[config.mk]
export PLATFORM = sky130hd
export DESIGN_NAME = regfile_wb_arbiter
export DESIGN_NICKNAME = d
export VERILOG_FILES = /design/src/rtl/regfile_wb_arbiter.sv
export SDC_FILE = /design/constraint.sdc
export NUM_CORES = 1
export LEC_CHECK = 0
export ABC_AREA = 1
export CAP_MARGIN = 0
export CORE_MARGIN = 2
export CORE_UTILIZATION = 48
export DETAILED_ROUTE_END_ITERATION = 10
export PLACE_DENSITY = 0.8
export SKIP_LAST_GASP = 1
export SLEW_MARGIN = 20
export SYNTH_ARGS = -nofsm -noshare
export SYNTH_HDL_FRONTEND = slang
export SYNTH_SLANG_ARGS = --single-unit
[constraint.sdc]
create_clock -name clk -period 1.65 [get_ports clk]
set_input_delay 0.2475 -clock clk [delete_from_list [all_inputs] [get_ports clk]]
set_output_delay 0.2475 -clock clk [all_outputs]
set_load 0.05 [all_outputs]
[src/rtl/regfile_wb_arbiter.sv]
// Writeback arbiter: two one-entry holding buffers (A = ALU, B = load return) drained
// round-robin into a registered register-file write port, with a pending-register mask.
module regfile_wb_arbiter #(
  parameter int DATA_W = 16,
  parameter int ADDR_W = 3
) (
  input  logic                 clk,
  input  logic                 rst,
  input  logic                 a_valid,
  input  logic [ADDR_W-1:0]    a_addr,
  input  logic [DATA_W-1:0]    a_data,
  output logic                 a_ready,
  input  logic                 b_valid,
  input  logic [ADDR_W-1:0]    b_addr,
  input  logic [DATA_W-1:0]    b_data,
  output logic                 b_ready,
  output logic                 write_enable,
  output logic [ADDR_W-1:0]    write_addr,
  output logic [DATA_W-1:0]    write_data,
  output logic [2**ADDR_W-1:0] pend_mask,
  output logic [7:0]           conflict_cnt
);

  logic              r_a_vld;
  logic [ADDR_W-1:0] r_a_addr;
  logic [DATA_W-1:0] r_a_data;
  logic              r_b_vld;
  logic [ADDR_W-1:0] r_b_addr;
  logic [DATA_W-1:0] r_b_data;
  logic              r_rr_last;
  logic              r_we;
  logic [ADDR_W-1:0] r_waddr;
  logic [DATA_W-1:0] r_wdata;
  logic [7:0]        r_conflict;

  logic              w_grant_a;
  logic              w_grant_b;
  logic              w_hs_a;
  logic              w_hs_b;
  logic [2**ADDR_W-1:0] w_pend;

  // rr_last=1 means B went last, so A takes the next conflict
  assign w_grant_a = r_a_vld && (!r_b_vld || r_rr_last);
  assign w_grant_b = r_b_vld && (!r_a_vld || !r_rr_last);

  assign a_ready = !r_a_vld || w_grant_a;
  assign b_ready = !r_b_vld || w_grant_b;
  assign w_hs_a  = a_valid && a_ready;
  assign w_hs_b  = b_valid && b_ready;

  always_ff @(posedge clk) begin
    if (rst) begin
      r_a_vld    <= 1'b0;
      r_a_addr   <= '0;
      r_a_data   <= '0;
      r_b_vld    <= 1'b0;
      r_b_addr   <= '0;
      r_b_data   <= '0;
      r_rr_last  <= 1'b1;
      r_we       <= 1'b0;
      r_waddr    <= '0;
      r_wdata    <= '0;
      r_conflict <= '0;
    end else begin
      if (w_grant_a) begin
        r_we      <= 1'b1;
        r_waddr   <= r_a_addr;
        r_wdata   <= r_a_data;
        r_rr_last <= 1'b0;
      end else if (w_grant_b) begin
        r_we      <= 1'b1;
        r_waddr   <= r_b_addr;
        r_wdata   <= r_b_data;
        r_rr_last <= 1'b1;
      end else begin
        r_we      <= 1'b0;
      end

      // A same-cycle refill takes priority over the drain of a granted buffer
      if (w_hs_a) begin
        r_a_vld  <= 1'b1;
        r_a_addr <= a_addr;
        r_a_data <= a_data;
      end else if (w_grant_a) begin
        r_a_vld  <= 1'b0;
      end

      if (w_hs_b) begin
        r_b_vld  <= 1'b1;
        r_b_addr <= b_addr;
        r_b_data <= b_data;
      end else if (w_grant_b) begin
        r_b_vld  <= 1'b0;
      end

      if (r_a_vld && r_b_vld && (r_conflict != 8'hFF))
        r_conflict <= r_conflict + 8'd1;
    end
  end

  always_comb begin
    w_pend = '0;
    if (r_a_vld) w_pend[r_a_addr] = 1'b1;
    if (r_b_vld) w_pend[r_b_addr] = 1'b1;
    if (r_we)    w_pend[r_waddr]  = 1'b1;
  end

  assign pend_mask    = w_pend;
  assign write_enable = r_we;
  assign write_addr   = r_waddr;
  assign write_data   = r_wdata;
  assign conflict_cnt = r_conflict;

endmodule
Run 1, clock distribution:
Bar = 20 um.
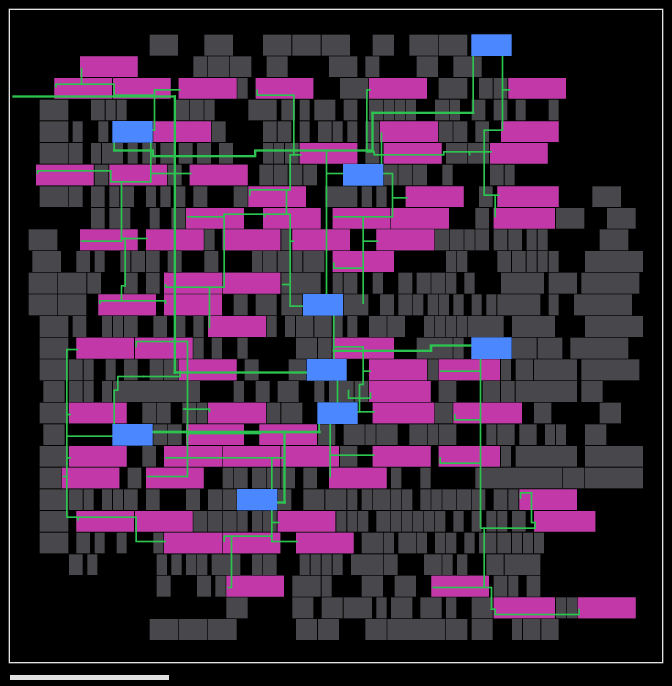
legend:
  clock wires:
    color: green
    length: 768 um
  flip-flops:
    color: magenta
    count: 69
  clock-net drivers:
    color: blue
    count: 9
flops lie: widely spread

Run 1, cell classes on the final placement:
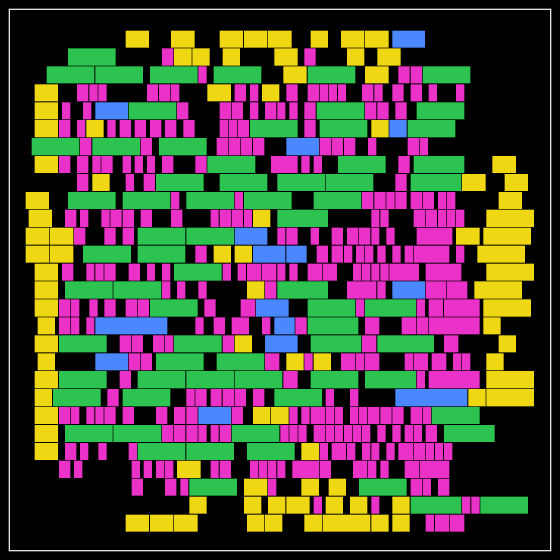
legend:
  registers:
    color: green
    cells: 69
  remaining logic cells:
    color: magenta
    cells: 304
  clock drivers and dummy loads:
    color: blue
    cells: 15
  remaining buffers and delay cells:
    color: yellow
    cells: 89

Run 1, routing congestion map:
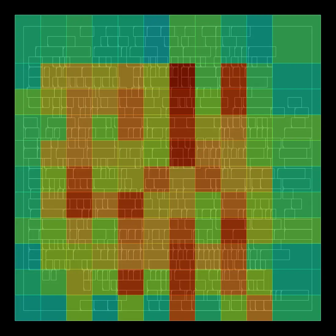
wire length per cell: 13.5 um
Global Route Usage Sum: 24.0%
met1 usage: 28.2%
GRT Max-Usage Layer: met2
final core occ: 69.4%

==> run_results.csv, run 1 <==
group,metric,value,unit
job,drv_cap,0,
final_layout,drive_gt1_share,19.9,%
routing,drc,0,
hold_path,min_from,"r_b_data[13]",
critical_path,crit_path_max_fanout,4,
power_and_ir_drop,p_per_area,1000,nW/um^2
sta,whs,0.452,ns
global_route,grt_pass1_wl,12100,um
hold_path,min_path_cells,2,
floorplan,core_util_floorplan,49.5,%
sta,fin_skew,0.0112,ns
clocking,cts_tree,"done",
sta,finalSetupViolCount,1,
sta,tns,-0.000880,ns
routing,met1_length,3090,um
final_layout,syn2layout_area_growth,40.2,%
final_layout,final_cell_mix,"71 x o21ai_0, 63 x nor2_1, 58 x dfxtp_1",
final_layout,final_nets,516,
run_status,failed_checks,"setup timing",
global_route,grt_max_degree,62,
final_layout,fin_area,4090,um^2
critical_path,worstSetupStartpointType,"flop",
routing,routed_wl,7460,um
logic_synthesis,ys_chip_area,2920,um^2
global_route,grt_overflow,0,
logic_synthesis,synthesis.area,2920,um^2
clocking,htreeDepth,3,
run_status,status,"finished with violations",
sta,max_slew_margin,70.4,%
critical_path,crit_start,"r_b_addr[0]",
placed_design,placed_area,3810,um^2
sta,final.setup.worst_slack,-0.000880,ns
==> run 1: where the power goes <==
| part | switching (mW) | total, mW | internal [mW] |
|---|---|---|---|
| Sequential | 0.0754 | 1.85 | 1.78 |
| Combinational | 0.441 | 0.732 | 0.290 |
| Clock | 0.629 | 1.52 | 0.888 |
==> run 1: area by class of cell <==
class	count	area (um^2)	area share (%)
flip-flops and latches	69	1400	34.2
multi-input cells	269	1360	33.2
clock inverters	5	85.1	2.08
inverters	35	131	3.21
clock buffers	10	138	3.37
well taps	75	93.8	2.30
repair buffers	89	883	21.6
==> run 1: timing repair <==
item                       CTS  global route
setup endpoints to repair    8            13
buffers inserted             0             0
pin swaps                    0             3
gates resized                4            11
==> run 1: Yosys cell counts <==
cell type	instances
o21ai_0	71
dfxtp_1	69
nor2_1	63
nand2_1	48
inv_1	31
a21oi_1	27
nand3_1	23
nand4_1	11
buf_2	10
o221ai_1	6
buf_4	5
clkbuf_1	5
nand2_2	4
a31oi_1	3
inv_2	3
o22ai_1	3
o21ai_1	2
o31ai_1	2
buf_6	1
clkinv_1	1
ha_1	1
nand2_4	1
nor2_2	1
nor2_4	1
nor3_1	1
o211ai_1	1
==> run 1: path summary, 6_finish.rpt <==
check	to
max	pend_mask[0]
min	r_b_data[13]
max reg2reg	conflict_cnt[1]
min reg2reg	r_b_data[13]
==> run 1: critical path, cell delays in order (launching register included) <==
cell,delay (ns)
dfxtp_1,0.33
inv_1,0.13
nand2_1,0.13
o221ai_1,0.30
buf_12,0.18
==> run 1: kinds of logic after synthesis <==
kind of cell | count (synthesis) | share of synthesized area [%]
flip-flops | 69 | 47.4
AND-OR/OR-AND | 115 | 21.0
adder cells (fa/ha/maj) | 1 | 0.429
buffers and inverters | 56 | 8.54
AND/OR/NAND/NOR | 153 | 22.6
Run 1, wiring by layer:
Bar = 20 um.
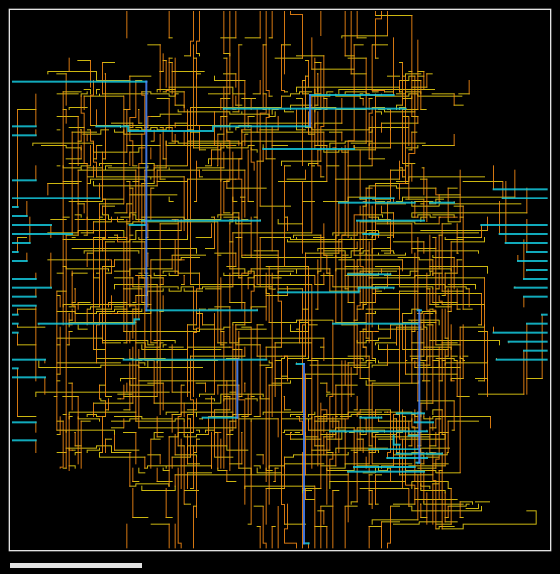

==> inputs of run 2 (changes only) <==
- RECOVER_POWER: not set -> 50
- SKIP_CTS_REPAIR_TIMING: not set -> 1
Run 2, wiring by layer:
Bar = 20 um.
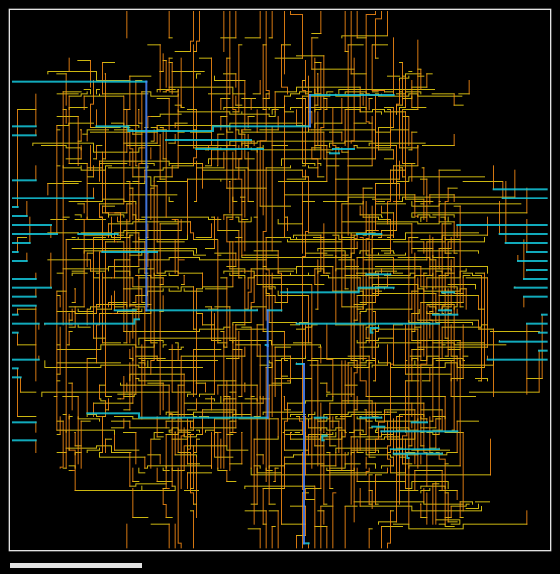
legend:
  M2:
    color: orange
    wire_length: 3850 um
  M1:
    color: yellow
    wire_length: 3130 um
  M4:
    color: blue
    wire_length: 83.0 um
  M3:
    color: cyan
    wire_length: 433 um
wire length per cell: 13.6 um
DR vias: 2936
final wirelength: 7500 um

==> run 2 against run 1 <==
The run still ends with setup timing left. Sequential share of layout area up 0.78 points. Cell area down 2.2%. First-iteration DRC count is 7.1% higher. Non-clock buffer count is the same. Die size did not move. Synthesized cell count unchanged. Critical path depth is the same. Hold slack about the same. Maximum frequency down 1.8%. Clock skew grew 0.00098 ns. Global-route usage fell by 0.12 points. Routed wire length increased by 0.56%. Largest power group unchanged. Highest routed layer unchanged.
==> run_results.csv, run 2 <==
group,metric,value,unit
final_layout,syn2layout_area_growth,37.0,%
global_route,grt_pass1_wl,12000,um
logic_synthesis,yosys_most_used_dff,"dfxtp_1",
run_status,status,"finished with violations",
run_status,failed_checks,"setup timing",
routing,drc,0,
clocking,cts_tree,"done",
power_and_ir_drop,p_per_area,1020,nW/um^2
global_route,grt_overflow,0,
critical_path,cp_top_family,"AND-OR/OR-AND gates",
critical_path,crit_start,"r_b_addr[0]",
final_layout,finish.utilization,67.9,%
critical_path,cpMaxStageDelayCell,"o221ai_1",
critical_path,crit_chain,"inv_1 -> nand2_1 -> o221ai_1 -> buf_12",
sta,final.setup.worst_slack,-0.0304,ns
critical_path,worstReg2RegEnd,"conflict_cnt[1]",
critical_path,worstSetupStartpointType,"flop",
critical_path,endpoint,"pend_mask[2]",
global_route,grt_use_total,23.8,%
critical_path,crit_path_max_fanout,4,
critical_path,crit_buf_inv,2,
critical_path,cp.depth,4,
logic_synthesis,ys_chip_area,2920,um^2
logic_synthesis,edf_count,0,
clocking,htreeDepth,3,
logic_synthesis,async_flop_share,0,%
sta,finalSetupViolCount,1,
==> run 2: cell counts after synthesis <==
No cell type changed its count.
==> run 2: layout make-up <==
cell class,count,area (um^2)
Clock buffer,10,138
Clock inverter,5,85.1
Fill cell,531,1890
Inverter,35,131
Multi-Input combinational cell,269,1350
Sequential cell,69,1400
Tap cell,75,93.8
Timing Repair Buffer,89,798
==> run 2: logic make-up after synthesis <==
group / Yosys count / share of synthesized area, %
compound gates: 115 / 21.0
fa+ha+maj: 1 / 0.429
buf+inv: 56 / 8.54
flops: 69 / 47.4
simple gates: 153 / 22.6
==> run 2: through the flow <==
| step | setup TNS, ns | worst slack, ns | area, um^2 | hold WS (ns) | total power [mW] |
|---|---|---|---|---|---|
| floorplan | -0.474 | -0.0792 | 2950 | 0.309 | 2.31 |
| global placement | 0 | 0.105 | 3810 | 0.440 | 2.59 |
| detailed placement | 0 | 0.0955 | 3810 | 0.446 | 2.61 |
| CTS | -0.432 | -0.134 | 4030 | 0.458 | 4.12 |
| global route | -0.335 | -0.0875 | 4000 | 0.475 | 4.26 |
| finish | -0.0304 | -0.0304 | 4000 | 0.452 | 4.07 |
==> run 2: routing by layer <==
layer / share of wire, % / global-route usage (%) / routed length [um]
met1: 42 / 27.9 / 3130
met2: 51 / 41.5 / 3850
met3: 5.8 / 7.58 / 432
met4: 1.1 / 7.33 / 82
met5: 0 / 0 / 0
==> run 2: tightest hold or removal path: stages, from the launching register on <==
cell and delay (ns):
dfxtp_1 0.30, inv_1 0.06, a21oi_1 0.05
==> run 2: report_power, final <==
part           switching [mW]  internal, mW  total, mW
Sequential             0.0747          1.78       1.85
Combinational           0.440         0.258      0.699
Clock                   0.628         0.888       1.52
No activity file was given, so power comes from the tool's default toggle rates.
